### src/rtl/fetch_pc_unit_if.sv
// rtl/fetch_pc_unit_if.sv - fetch-address handshake and redirect bus between PC stage and decode
interface fetch_pc_unit_if #(
    parameter int WIDTH = 64,
    parameter int CNT_W = 32
);
    logic             if_ready;
    logic             redirect_valid;
    logic             redirect_is_reg;
    logic [WIDTH-1:0] redirect_reg;
    logic [WIDTH-1:0] redirect_imm;
    logic [WIDTH-1:0] pc;
    logic [WIDTH-1:0] pc_plus4;
    logic             if_valid;
    logic             fault;
    logic [CNT_W-1:0] fetch_count;

    modport master (
        input  if_ready, redirect_valid, redirect_is_reg, redirect_reg, redirect_imm,
        output pc, pc_plus4, if_valid, fault, fetch_count
    );

    modport slave (
        output if_ready, redirect_valid, redirect_is_reg, redirect_reg, redirect_imm,
        input  pc, pc_plus4, if_valid, fault, fetch_count
    );
endinterface

### src/rtl/fetch_pc_unit.sv
// rtl/fetch_pc_unit.sv - program counter stage with redirect, stall, misalignment fault and fetch counter
module fetch_pc_unit #(
    parameter int              WIDTH    = 64,
    parameter logic [WIDTH-1:0] RESET_PC = '0,
    parameter int              CNT_W    = 32
) (
    input  logic              clk,
    input  logic              reset_n,
    fetch_pc_unit_if.master   bus
);
    typedef enum logic [1:0] {
        BOOT  = 2'd0,
        RUN   = 2'd1,
        FAULT = 2'd2
    } state_t;

    localparam logic [WIDTH-1:0] PC_STEP  = WIDTH'(4);
    localparam logic [CNT_W-1:0] CNT_STEP = CNT_W'(1);

    state_t           state_q, state_d;
    logic [WIDTH-1:0] pc_q, pc_d;
    logic [CNT_W-1:0] cnt_q, cnt_d;
    logic [WIDTH-1:0] target;
    logic             target_misaligned;
    logic             accept;
    logic             valid_o;
    logic             fault_o;

    // Shifting the full-width imm drops its top two bits, giving the modulo word offset.
    assign target            = bus.redirect_is_reg ? bus.redirect_reg
                                                   : pc_q + (bus.redirect_imm << 2);
    assign target_misaligned = (target[1:0] != 2'b00);
    assign accept            = valid_o & bus.if_ready;

    always_ff @(posedge clk or negedge reset_n) begin
        if (!reset_n) begin
            state_q <= BOOT;
        end else begin
            state_q <= state_d;
        end
    end

    always_comb begin
        state_d = state_q;
        case (state_q)
            BOOT:    state_d = RUN;
            RUN:     if (bus.redirect_valid && target_misaligned) state_d = FAULT;
            FAULT:   state_d = FAULT;
            default: state_d = BOOT;
        endcase
    end

    // Registered-state decode only, so if_valid never sees if_ready combinationally.
    always_comb begin
        valid_o = 1'b0;
        fault_o = 1'b0;
        case (state_q)
            RUN:     valid_o = 1'b1;
            FAULT:   fault_o = 1'b1;
            default: ;
        endcase
    end

    always_comb begin
        pc_d  = pc_q;
        cnt_d = cnt_q;
        if (state_q == RUN) begin
            if (bus.redirect_valid) begin
                if (!target_misaligned) begin
                    pc_d = target;
                end
                if (accept) begin
                    cnt_d = cnt_q + CNT_STEP;
                end
            end else if (accept) begin
                pc_d  = pc_q + PC_STEP;
                cnt_d = cnt_q + CNT_STEP;
            end
        end
    end

    always_ff @(posedge clk or negedge reset_n) begin
        if (!reset_n) begin
            pc_q  <= RESET_PC;
            cnt_q <= '0;
        end else begin
            pc_q  <= pc_d;
            cnt_q <= cnt_d;
        end
    end

    assign bus.pc          = pc_q;
    assign bus.pc_plus4    = pc_q + PC_STEP;
    assign bus.if_valid    = valid_o;
    assign bus.fault       = fault_o;
    assign bus.fetch_count = cnt_q;
endmodule

### src/flat_wrapper.sv
// flat-port wrapper written by rule: the top's interface ports become plain ports
module fetch_pc_unit_flat 
#(
    parameter int              WIDTH    = 64,
    parameter logic [WIDTH-1:0] RESET_PC = '0,
    parameter int              CNT_W    = 32
)
  (clk, reset_n, bus_if_ready, bus_redirect_valid, bus_redirect_is_reg, bus_redirect_reg, bus_redirect_imm, bus_pc, bus_pc_plus4, bus_if_valid, bus_fault, bus_fetch_count);
  fetch_pc_unit_if #(.WIDTH(WIDTH), .CNT_W(CNT_W)) bus_i ();
  input  logic clk;
  input  logic reset_n;
  input wire logic [$bits(bus_i.if_ready)-1:0] bus_if_ready;
  input wire logic [$bits(bus_i.redirect_valid)-1:0] bus_redirect_valid;
  input wire logic [$bits(bus_i.redirect_is_reg)-1:0] bus_redirect_is_reg;
  input wire logic [$bits(bus_i.redirect_reg)-1:0] bus_redirect_reg;
  input wire logic [$bits(bus_i.redirect_imm)-1:0] bus_redirect_imm;
  output wire logic [$bits(bus_i.pc)-1:0] bus_pc;
  output wire logic [$bits(bus_i.pc_plus4)-1:0] bus_pc_plus4;
  output wire logic [$bits(bus_i.if_valid)-1:0] bus_if_valid;
  output wire logic [$bits(bus_i.fault)-1:0] bus_fault;
  output wire logic [$bits(bus_i.fetch_count)-1:0] bus_fetch_count;
  assign bus_i.if_ready = bus_if_ready;
  assign bus_i.redirect_valid = bus_redirect_valid;
  assign bus_i.redirect_is_reg = bus_redirect_is_reg;
  assign bus_i.redirect_reg = bus_redirect_reg;
  assign bus_i.redirect_imm = bus_redirect_imm;
  assign bus_pc = bus_i.pc;
  assign bus_pc_plus4 = bus_i.pc_plus4;
  assign bus_if_valid = bus_i.if_valid;
  assign bus_fault = bus_i.fault;
  assign bus_fetch_count = bus_i.fetch_count;
  fetch_pc_unit #(.WIDTH(WIDTH), .RESET_PC(RESET_PC), .CNT_W(CNT_W)) u_core (.clk(clk), .reset_n(reset_n), .bus(bus_i));
endmodule
### config.mk
export PLATFORM = sky130hd
export DESIGN_NAME = fetch_pc_unit_flat
export DESIGN_NICKNAME = d
export VERILOG_FILES = /design/src/rtl/fetch_pc_unit_if.sv /design/src/rtl/fetch_pc_unit.sv /design/src/flat_wrapper.sv
export SDC_FILE = /design/constraint.sdc
export NUM_CORES = 1
export LEC_CHECK = 0
export CAP_MARGIN = 20
export CORE_UTILIZATION = 49
export DETAILED_ROUTE_END_ITERATION = 8
export PLACE_DENSITY = 0.78
export SYNTH_ARGS = -nofsm -noshare
export SYNTH_HDL_FRONTEND = slang
export SYNTH_SLANG_ARGS = --single-unit
### constraint.sdc
create_clock -name clk -period 4.7 [get_ports clk]
set_clock_uncertainty 0.1 [all_clocks]
set_input_delay 0.94 -clock clk [delete_from_list [all_inputs] [get_ports clk]]
set_output_delay 0.94 -clock clk [all_outputs]
set_load 0.1 [all_outputs]
==> flow_metrics.tcl <==
# flow metrics
set metrics [dict create \
    status "finished, final reports clean" \
    yosys_cells 1322 \
    yosys.cell_types.count 73 \
    proportion_of_synthesized_flip_flops_having_asynchronous_set_or_reset_pct 100 \
    rows 51 \
    tool_warnings 31 \
    crit_path_cell_trace "nand4_4, nor4_4, and3_1, and2_1, and4_1, and2_4, nand4_1, xnor2_2, buf_12" \
    gr-max-usage-layer "met2" \
    ys_sh_mux_pct 1.28 \
    dr_wl_met3_um 2910 \
    detailroute.via_count 11600 \
    finalHoldWorstSlack_ns 0.371 \
    cts.hold.buffers_added 0 \
    sort_of_element_at_the_end_of_the_critical_path "output port" \
    synthCells 1322 \
    htree_num_levels 3 \
    grt.total_usage_pct 36.7 \
    uppermost_routed_layer "met4" \
    wl_met2_um 18700 \
    clk-insertion-delay-late_ns 0.36 \
    grt_first_pass_wirelength_um 61200 \
    worst_pin_slew_ns 1.03 \
    edf_count 0 \
    critPathMaxFanout 7 \
    final_core_util_pct 71.0 \
    report.final.hold_viol_count 0 \
    antennaDiodeCount 0 \
    synth.comb.largest_family "AND-OR/OR-AND gates" \
    routed_wl_um 39100 \
    yosys_reg_bits 98 \
    finalWeightedCongestion 0.966 \
    grt.overflow.total 0 \
    most_used_cells_in_the_layout_excluding_fill_and_tap_cells "233 x sky130_fd_sc_hd__clkdlybuf4s50_1, 165 x sky130_fd_sc_hd__nand2_1, 122 x sky130_fd_sc_hd__a21oi_1, 122 x sky130_fd_sc_hd__o21ai_0, 105 x sky130_fd_sc_hd__nor2_1" \
    critPathBufInv 1 \
    fraction_of_final_layout_cells_sized_beyond_drive_strength_1_pct 11.2 \
    rsz_0062_raised_after_global_routing "false" \
    largest_net_degree_at_the_start_of_global_routing 77 \
    drc_violations 0 \
    area_growth_syn_to_layout_pct 39.9 \
    critPathArrivalTime_ns 3.52 \
    grt_antenna_before_repair 0 \
    placedCellCount 1846 \
    total_of_fill_cells_in_the_finished_design 1613 \
    met1_length_um 16300 \
    dieArea_um2 21000 \
    cts-buffers-inserted 9 \
    fin_tns_setup_ns 0 \
    max-cap-violations 0 \
    i_o_pin_count 295 \
    kind_of_cell_adding_the_most_delay_to_the_critical_path "simple AND/OR/NAND/NOR gates" \
    synthAoiAreaFrac_pct 25.8 \
    clock_pin_slew_on_the_worst_setup_and_hold_paths_ns 0.08 \
    slowest_stage "sky130_fd_sc_hd__dfrtp_1" \
    final_nets 1792 \
    clk_root_buffer_cell "sky130_fd_sc_hd__clkbuf_16" \
    place_area_um2 13700 \
    via_per_inst 6.22 \
    post-synth-top-area-cell "sky130_fd_sc_hd__dfrtp_1" \
    ys_warn_count 0 \
    cts-root-to-sink-buffers 2 \
    via_count_of_the_first_global_routing_pass 11000 \
    groute.layer.met2.usage_pct 61.2 \
    clkSinkCount 98 \
    synthSimpleGateAreaFrac_pct 23.5 \
    dp_worst_setup_slack_ns 0.0562 \
    synth_xor_xnor_area_share_pct 12.4 \
    synthFlopType "sky130_fd_sc_hd__dfrtp_1" \
    initial_utilization_pct 50.8 \
    hold_path_class "reg -> reg" \
    timing_max_transition_violations_final 0 \
    final.period_utilization_pct 97.1 \
    grt_use_met3_pct 3.46 \
    crit_path_start_kind "register" \
    drtIter0Drc 980 \
    coreArea_um2 19700 \
]
sequential cells by signal, indices dropped and copies added, names as in the netlist:
name and count:
u_core.bus.pc 64, u_core.state_q 2, u_core.bus.fetch_count 32
final cells by class:
class                           count  area, um^2  share of cell area, %
Tap cell                          265         332                   2.37
Timing Repair Buffer              338        3360                   24.0
Inverter                           22        82.6                  0.590
Clock inverter                      7        85.1                  0.608
Multi-Input combinational cell   1123        7460                   53.3
Clock buffer                        9         225                   1.61
Sequential cell                    98        2460                   17.5
Yosys cell counts (all sizes together) (3+ instances only):
library cell / instances
and3: 36
nand2: 165
and2: 11
nand2b: 5
a21boi: 5
a221oi: 5
o211ai: 29
o221ai: 5
clkbuf: 67
nand3: 54
o31ai: 9
o41ai: 3
xnor2: 92
a211oi: 7
dfrtp: 98
mux2i: 6
ha: 66
xor2: 49
o21a: 8
nand4: 40
o21ai: 129
o22ai: 7
or3: 3
a2111oi: 3
nor4: 11
mux2: 6
inv: 22
a31oi: 16
buf: 12
a21o: 31
nor3: 19
and4: 12
a22oi: 6
nor2: 106
a21oi: 124
a311oi: 3
nor2b: 9
o21bai: 14
final timing paths:
path	to	startpoint	slack, ns	depth (start not counted)
setup / recovery	bus_pc_plus4[62]	u_core.bus.pc[5]	0.14	9
hold / removal	u_core.bus.fetch_count[31]	u_core.bus.fetch_count[31]	0.37	1
setup reg to reg	u_core.bus.pc[51]	u_core.bus.pc[6]	0.80	13
hold reg to reg	u_core.bus.fetch_count[31]	u_core.bus.fetch_count[31]	0.37	1
max in group asynchronous	u_core.bus.pc[36]	reset_n	2.93	2
min in group asynchronous	u_core.bus.fetch_count[6]	reset_n	0.64	1
detail.png
Window x 84 to 134, y 84 to 134 um. Cells in grey, sequential cells in the stronger grey; small squares are vias.
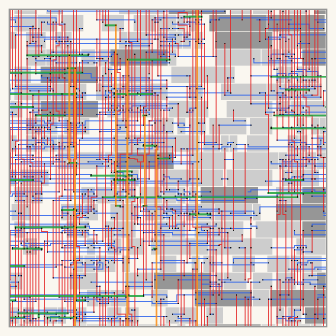
Orange stands for metal 4. Red stands for metal 2. Green stands for metal 3. Blue stands for metal 1.
Sequential cells in the window: 12. Netlist names of flops here include u_core.bus.pc (7), u_core.bus.fetch_count (5). Most frequent: nand2_1 (17), nor2_1 (17), clkdlybuf4s50_1 (14). 183 logic cells have their middle in the window.

layer_met3.png
Drawn at 3 px/um. Cells faint in the background.
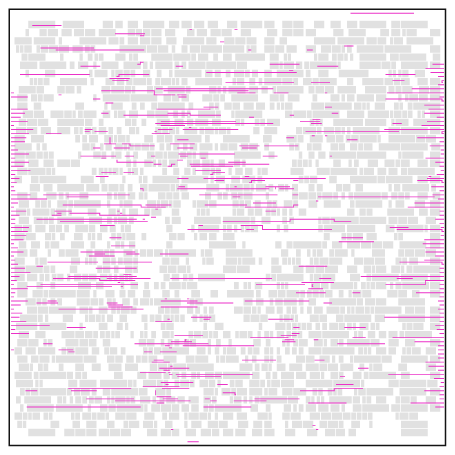
The longest straight run is 40.5 um. 315 nets have wire on it. The layer holds 7.4% of the routed length. The layer carries 2910 um of wire.

io_placement.png
Drawn at 2 px/um. Pins as bars across the die edge, other pins in grey.
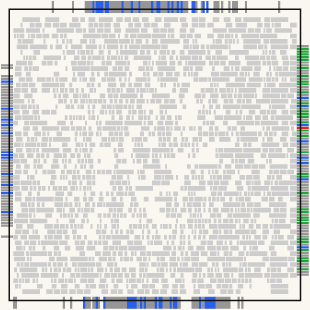
Blue stands for bus_redirect_reg, pins 64, direction input, edge 23 south, 21 north, 12 west, 8 east. Green stands for bus_fetch_count, pins 32, direction output, edge east. Red stands for bus_redirect_is_reg, pins 1, direction input, edge east.

